--- src/rtl/rf_wb_arbiter_pkg.sv ---
// rf_wb_arbiter_pkg: widths, register-zero constant and requester encoding shared by the write-back slice
package rf_wb_arbiter_pkg;
    localparam int XLEN = 32;
    localparam int NREG = 32;
    localparam int REG_IDX_W = $clog2(NREG);
    localparam logic [REG_IDX_W-1:0] REG_ZERO = '0;
    typedef enum logic {REQ_ALU = 1'b0, REQ_LD = 1'b1} req_e;
endpackage

--- src/rtl/rf_wb_arbiter_if.sv ---
// rf_wb_arbiter_if: producer handshakes, decode hazard query and regfile write port
interface rf_wb_arbiter_if;
    import rf_wb_arbiter_pkg::*;
    logic                 alu_valid, alu_ready;
    logic [REG_IDX_W-1:0] alu_rd;
    logic [XLEN-1:0]      alu_data;
    logic                 ld_valid, ld_ready;
    logic [REG_IDX_W-1:0] ld_rd;
    logic [XLEN-1:0]      ld_data;
    logic                 iss_en;
    logic [REG_IDX_W-1:0] iss_rd, rs1, rs2, dec_rd;
    logic                 stall;
    logic                 wb_en;
    logic [REG_IDX_W-1:0] wb_reg;
    logic [XLEN-1:0]      wb_val;
    modport master (
        output alu_valid, alu_rd, alu_data, ld_valid, ld_rd, ld_data,
               iss_en, iss_rd, rs1, rs2, dec_rd,
        input  alu_ready, ld_ready, stall, wb_en, wb_reg, wb_val
    );
    modport slave (
        input  alu_valid, alu_rd, alu_data, ld_valid, ld_rd, ld_data,
               iss_en, iss_rd, rs1, rs2, dec_rd,
        output alu_ready, ld_ready, stall, wb_en, wb_reg, wb_val
    );
endinterface

--- src/rtl/rf_scoreboard.sv ---
// rf_scoreboard: pending-destination bit vector with set-over-clear priority and stall lookup
module rf_scoreboard
    import rf_wb_arbiter_pkg::*;
(
    input  logic                 clk,
    input  logic                 rst,
    input  logic                 set_en,
    input  logic [REG_IDX_W-1:0] set_rd,
    input  logic                 clr_en,
    input  logic [REG_IDX_W-1:0] clr_rd,
    input  logic [REG_IDX_W-1:0] rs1,
    input  logic [REG_IDX_W-1:0] rs2,
    input  logic [REG_IDX_W-1:0] dec_rd,
    output logic                 stall
);
    logic [NREG-1:0] pending, pending_nxt;

    // Set is applied after clear so a newer producer of the same register stays outstanding
    always_comb begin
        pending_nxt = pending;
        if (clr_en) pending_nxt[clr_rd] = 1'b0;
        if (set_en) pending_nxt[set_rd] = 1'b1;
        pending_nxt[REG_ZERO] = 1'b0;
    end

    always_ff @(posedge clk or negedge rst)
        if (!rst) pending <= '0;
        else      pending <= pending_nxt;

    assign stall = pending[rs1] | pending[rs2] | pending[dec_rd];
endmodule

--- src/rtl/rf_wb_arbiter.sv ---
// rf_wb_arbiter: round-robin ALU/load arbitration onto the registered regfile write port
module rf_wb_arbiter
    import rf_wb_arbiter_pkg::*;
(
    input  logic          clk,
    input  logic          rst,
    rf_wb_arbiter_if.slave bus
);
    req_e                 rr_ptr;
    logic                 grant_ld, fire, wr;
    logic [REG_IDX_W-1:0] sel_rd;
    logic [XLEN-1:0]      sel_data;

    assign grant_ld      = bus.ld_valid & (~bus.alu_valid | (rr_ptr == REQ_LD));
    assign bus.alu_ready = rst & bus.alu_valid & ~grant_ld;
    assign bus.ld_ready  = rst & grant_ld;
    assign fire          = bus.alu_ready | bus.ld_ready;
    assign sel_rd        = grant_ld ? bus.ld_rd : bus.alu_rd;
    assign sel_data      = grant_ld ? bus.ld_data : bus.alu_data;
    // x0 results are consumed but never reach the regfile
    assign wr            = fire & (sel_rd != REG_ZERO);

    always_ff @(posedge clk or negedge rst)
        if (!rst) begin
            bus.wb_en  <= 1'b0;
            bus.wb_reg <= REG_ZERO;
            bus.wb_val <= '0;
            rr_ptr     <= REQ_ALU;
        end else begin
            bus.wb_en <= wr;
            if (wr) begin
                bus.wb_reg <= sel_rd;
                bus.wb_val <= sel_data;
            end
            if (bus.alu_valid && bus.ld_valid) rr_ptr <= grant_ld ? REQ_ALU : REQ_LD;
        end

    rf_scoreboard u_sb (
        .clk    (clk),
        .rst    (rst),
        .set_en (bus.iss_en),
        .set_rd (bus.iss_rd),
        .clr_en (bus.wb_en),
        .clr_rd (bus.wb_reg),
        .rs1    (bus.rs1),
        .rs2    (bus.rs2),
        .dec_rd (bus.dec_rd),
        .stall  (bus.stall)
    );
endmodule
--- src/flat_wrapper.sv ---
// flat-port wrapper written by rule: the top's interface ports become plain ports
module rf_wb_arbiter_flat import rf_wb_arbiter_pkg::*;
  (clk, rst, bus_alu_valid, bus_alu_rd, bus_alu_data, bus_ld_valid, bus_ld_rd, bus_ld_data, bus_iss_en, bus_iss_rd, bus_rs1, bus_rs2, bus_dec_rd, bus_alu_ready, bus_ld_ready, bus_stall, bus_wb_en, bus_wb_reg, bus_wb_val);
  rf_wb_arbiter_if bus_i ();
  input  logic clk;
  input  logic rst;
  input wire logic [$bits(bus_i.alu_valid)-1:0] bus_alu_valid;
  input wire logic [$bits(bus_i.alu_rd)-1:0] bus_alu_rd;
  input wire logic [$bits(bus_i.alu_data)-1:0] bus_alu_data;
  input wire logic [$bits(bus_i.ld_valid)-1:0] bus_ld_valid;
  input wire logic [$bits(bus_i.ld_rd)-1:0] bus_ld_rd;
  input wire logic [$bits(bus_i.ld_data)-1:0] bus_ld_data;
  input wire logic [$bits(bus_i.iss_en)-1:0] bus_iss_en;
  input wire logic [$bits(bus_i.iss_rd)-1:0] bus_iss_rd;
  input wire logic [$bits(bus_i.rs1)-1:0] bus_rs1;
  input wire logic [$bits(bus_i.rs2)-1:0] bus_rs2;
  input wire logic [$bits(bus_i.dec_rd)-1:0] bus_dec_rd;
  output wire logic [$bits(bus_i.alu_ready)-1:0] bus_alu_ready;
  output wire logic [$bits(bus_i.ld_ready)-1:0] bus_ld_ready;
  output wire logic [$bits(bus_i.stall)-1:0] bus_stall;
  output wire logic [$bits(bus_i.wb_en)-1:0] bus_wb_en;
  output wire logic [$bits(bus_i.wb_reg)-1:0] bus_wb_reg;
  output wire logic [$bits(bus_i.wb_val)-1:0] bus_wb_val;
  assign bus_i.alu_valid = bus_alu_valid;
  assign bus_i.alu_rd = bus_alu_rd;
  assign bus_i.alu_data = bus_alu_data;
  assign bus_i.ld_valid = bus_ld_valid;
  assign bus_i.ld_rd = bus_ld_rd;
  assign bus_i.ld_data = bus_ld_data;
  assign bus_i.iss_en = bus_iss_en;
  assign bus_i.iss_rd = bus_iss_rd;
  assign bus_i.rs1 = bus_rs1;
  assign bus_i.rs2 = bus_rs2;
  assign bus_i.dec_rd = bus_dec_rd;
  assign bus_alu_ready = bus_i.alu_ready;
  assign bus_ld_ready = bus_i.ld_ready;
  assign bus_stall = bus_i.stall;
  assign bus_wb_en = bus_i.wb_en;
  assign bus_wb_reg = bus_i.wb_reg;
  assign bus_wb_val = bus_i.wb_val;
  rf_wb_arbiter u_core (.clk(clk), .rst(rst), .bus(bus_i));
endmodule
--- config.mk ---
export PLATFORM = sky130hd
export DESIGN_NAME = rf_wb_arbiter_flat
export DESIGN_NICKNAME = d
export VERILOG_FILES = /design/src/rtl/rf_wb_arbiter_pkg.sv /design/src/rtl/rf_wb_arbiter_if.sv /design/src/rtl/rf_scoreboard.sv /design/src/rtl/rf_wb_arbiter.sv /design/src/flat_wrapper.sv
export SDC_FILE = /design/constraint.sdc
export NUM_CORES = 1
export LEC_CHECK = 0
export CAP_MARGIN = 40
export CORE_ASPECT_RATIO = 1.25
export CORE_MARGIN = 2
export CORE_UTILIZATION = 40
export CTS_CLUSTER_SIZE = 8
export DETAILED_ROUTE_END_ITERATION = 10
export DONT_BUFFER_PORTS = 1
export HOLD_SLACK_MARGIN = 0.08
export PLACE_DENSITY = 0.62
export SLEW_MARGIN = 20
export SYNTH_ARGS = -nofsm -noshare
export SYNTH_HDL_FRONTEND = slang
export SYNTH_SLANG_ARGS = --single-unit
--- constraint.sdc ---
create_clock -name clk -period 2.9 [get_ports clk]
set_input_delay 0.435 -clock clk [delete_from_list [all_inputs] [get_ports clk]]
set_output_delay 0.435 -clock clk [all_outputs]
set_load 0.005 [all_outputs]
### Clock wires, drivers and flops

Drawn at 2 px/µm.
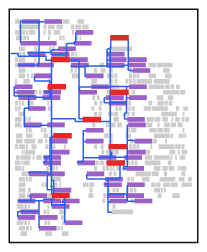
Key: purple = flip-flops [count 70]; blue = clock wires [length 856 µm]; red = clock-net drivers [count 9]
There are 10 routed clock nets.

### Port wiring

Drawn at 4 px/µm.
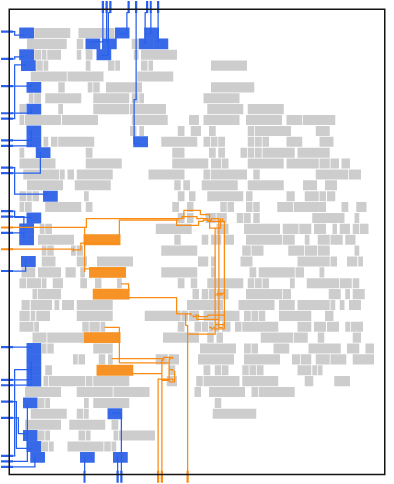
Key: orange = `bus_wb_reg` [bits 5, direction output, edge 3 south, 2 west, end cells 5, buffers 0, wire 455 µm]; blue = `bus_alu_data` [bits 32, direction input, edge 21 west, 8 north, 3 south, end cells 32, buffers 0, wire 318 µm]

### Sequential cells coloured by netlist name

Drawn at 2 px/µm. Other sequential cells in the stronger grey, the rest of the logic in the fainter grey.
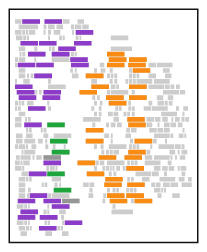
Key: green = `u_core.bus.wb_reg` [flops 5, where west]; orange = `u_core.u_sb.pending` [flops 31]; purple = `u_core.bus.wb_val` [flops 32]
Another 2 sequential cells are not coloured.

### Placed cells, one colour a class

Drawn at 2 px/µm.
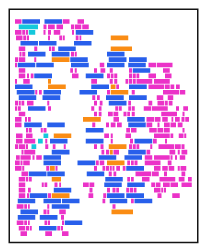
Key: blue = registers [cells 70]; cyan = remaining buffers and delay cells [cells 5]; orange = clock drivers and dummy loads [cells 16]; magenta = remaining logic cells [cells 297]
design area: 4410 µm²
final core occ: 45.7%
sequential share of cell area: 39.7%

## worst max-delay path by stage
stage,endpoint,cells past startpoint
6_report,bus_stall,5
5_1_grt,bus_stall,5
4_1_cts,bus_stall,5
3_5_place_dp,u_core.bus.wb_val[0],6
3_3_place_gp,u_core.bus.wb_reg[2],6
2_1_floorplan,bus_stall,5
## per-layer routing
layer | part of all wire, % | up-vias | track usage (%)
met4 | 2.6 | 0 | 10.3
li1 | - | 1431 | -
met1 | 39 | 1531 | 23.3
met3 | 8.9 | 28 | 4.42
met5 | 0 | - | 0
met2 | 50 | 182 | 34.5
## report_power, final
group	total [µW]	internal [µW]	switching, µW
registers	1790	1350	435
clock network	1170	772	398
logic	984	522	462
## critical path, cell delays in order (launching register included)
cell and delay, ps:
dfrtp_1 410, nor2b_1 140, a2111oi_0 450, nor3b_1 100
a311oi_1 310, nand4_1 150
## cells in the final DEF, fill, tap and decap left out, drive strengths merged, types with 3 or more instances in the layout
master	instances
buf	4
o21ai	63
clkbuf	10
nor2b	7
a21oi	39
mux4	13
dfrtp	70
a221oi	3
nand3b	13
nand3	8
nor2	45
mux2i	45
nand2	8
mux2	10
o2111ai	3
a2111oi	4
inv	6
or3b	6
## logic make-up (layout without fill, tap and decap cells)
family,count (synthesis),count (layout),synth area share (%)
simple gates,100,100,13.0
mux,68,68,21.4
xor+xnor,1,1,0.219
flops,70,70,43.7
compound gates,122,122,17.2
buf+inv,28,27,4.40
## metrics by stage
stage | instance area (µm²) | util [%] | power, µW | hold slack (ps)
2_1_floorplan | 4010 | - | 2470 | 139
3_3_place_gp | 4050 | 42.0 | 2700 | 142
3_5_place_dp | 4050 | 42.0 | 2750 | 141
4_1_cts | 4410 | 45.7 | 3960 | 246
5_1_grt | 4410 | 45.7 | 4180 | 285
6_report | 4410 | 45.7 | 3940 | 254
## area by class of cell
type                            count  area [µm²]  area share [%]
Clock buffer                       10         239            5.41
Clock inverter                      6        85.1            1.93
Inverter                            6        22.5           0.510
Multi-Input combinational cell    291        2100            47.5
Sequential cell                    70        1750            39.7
Tap cell                          126         158            3.57
Timing Repair Buffer                5        60.1            1.36
## repair_timing
action,4_1_cts,5_1_grt
setup buffers,0,0
hold buffers,2,0
endpoints found under the hold margin,70,0
setup endpoints to repair,0,0
gates resized,0,0
==> results.cfg <==
; implementation run metrics
[logic_synthesis]
top_cell = dfrtp_1
yosysTopAreaCell = dfrtp_1
top_cells_by_count = 70 x dfrtp_1, 61 x o21ai_0, 45 x mux2i_1, 45 x nor2_1, 38 x a21oi_1
ys_chip_area_um2 = 4010
enable_flop_cells = 0
syn_avg_cell_area_um2 = 10.3
topCellsByArea = dfrtp_1 44%, mux2i_1 11%, o21ai_0 7.6%
ys_types = 42
synth_cells = 389
async_flop_share_pct = 100
syn_nets = 488
synth_flops = 70
ys_seq_share_pct = 43.7
ys_warn_count = 0
yosys-stat-cells = 389
syn_area_um2 = 4010
synth.top_cell.area_share_pct = 43.7
ff_type = dfrtp_1

[power_and_ir_drop]
power_density_nw_per_um2 = 892
vdd_drop_max_mv = 0.497
leakage_uw = 0.00172

[routing]
wirelength_mm = 10.6
wl_per_cell_um = 20.6
viasPerCell = 6.17
first_pass_iters = 5
drc = 0
drt_first_iter_violations = 239
antenna_left = 0
vias = 3172

[worst_setup_path]
reg2reg_slack_ps = 680
crit_start = u_core.u_sb.pending[16]
r2r-start = u_core.rr_ptr
ff2ff_path_depth = 5
end_kind = output port
cp.arrival_ps = 1890
critical_path_peak_fanout = 4
critPathRequiredTime_ps = 2470
reg2reg_to = u_core.bus.wb_val[0]
path_class = flop to output port
startpoint_type = flop

[timing]
clock_skew_ps = 3.76
fin_crit_ps = 2320
setup_viol = 0
tns_ps = 0
timing.final.ws_setup_ps = 577
period_used_pct = 80.1
max_freq_mhz = 431
rsz0062_at_grt = no
finalMaxSlewViolations = 0
slew_headroom_pct = 53.0
hold_viol = 0
worst_slew_pin_slew_ps = 703

[die]
die_y_um = 116
num_rows = 40
chipWidth_um = 93.5
core_area_um2 = 9660
chipArea_um2 = 10800
io_pins = 140
fp_util_pct = 41.5

[run]
warning_count = 26
drv_cap = 0

[clock_tree]
numCtsBuffers = 9
path_clk_slew_ps = 50
cts.path.max_buffers = 2
h-tree-depth = 3
cts_sinks = 70
cts_root_buffer = clkbuf_16
clk_latency_ps = 330
cts_tree = built

[finish]
nFillCells = 902
antenna_cells = 0
largest_reg_flops = 32
nets = 482
drive_gt1_share_pct = 12.9
stdcell_count = 514
areaGrowthSynthToFinish_pct = 10.1

[grt]
grt_start_max_net_pins = 71
grt_overflow = 0
track_usage_pct = 20.0
antenna_found_initial = 0
grt_pass1_wl_mm = 16.6
grt_pass1_vias = 3299

[hold_path]
hp-start = bus_alu_valid
min_to = u_core.rr_ptr
min_path_type = input pin to flop
min_path_cells = 2

[placed_design]
portBuffers = 0
pre_cts_ws_ps = 653
dp_cells = 496
gp_congestion = 0.808
hpwl_mm = 7.80

[status]
status = finished clean
No activity file was given, so power comes from the tool's default toggle rates.
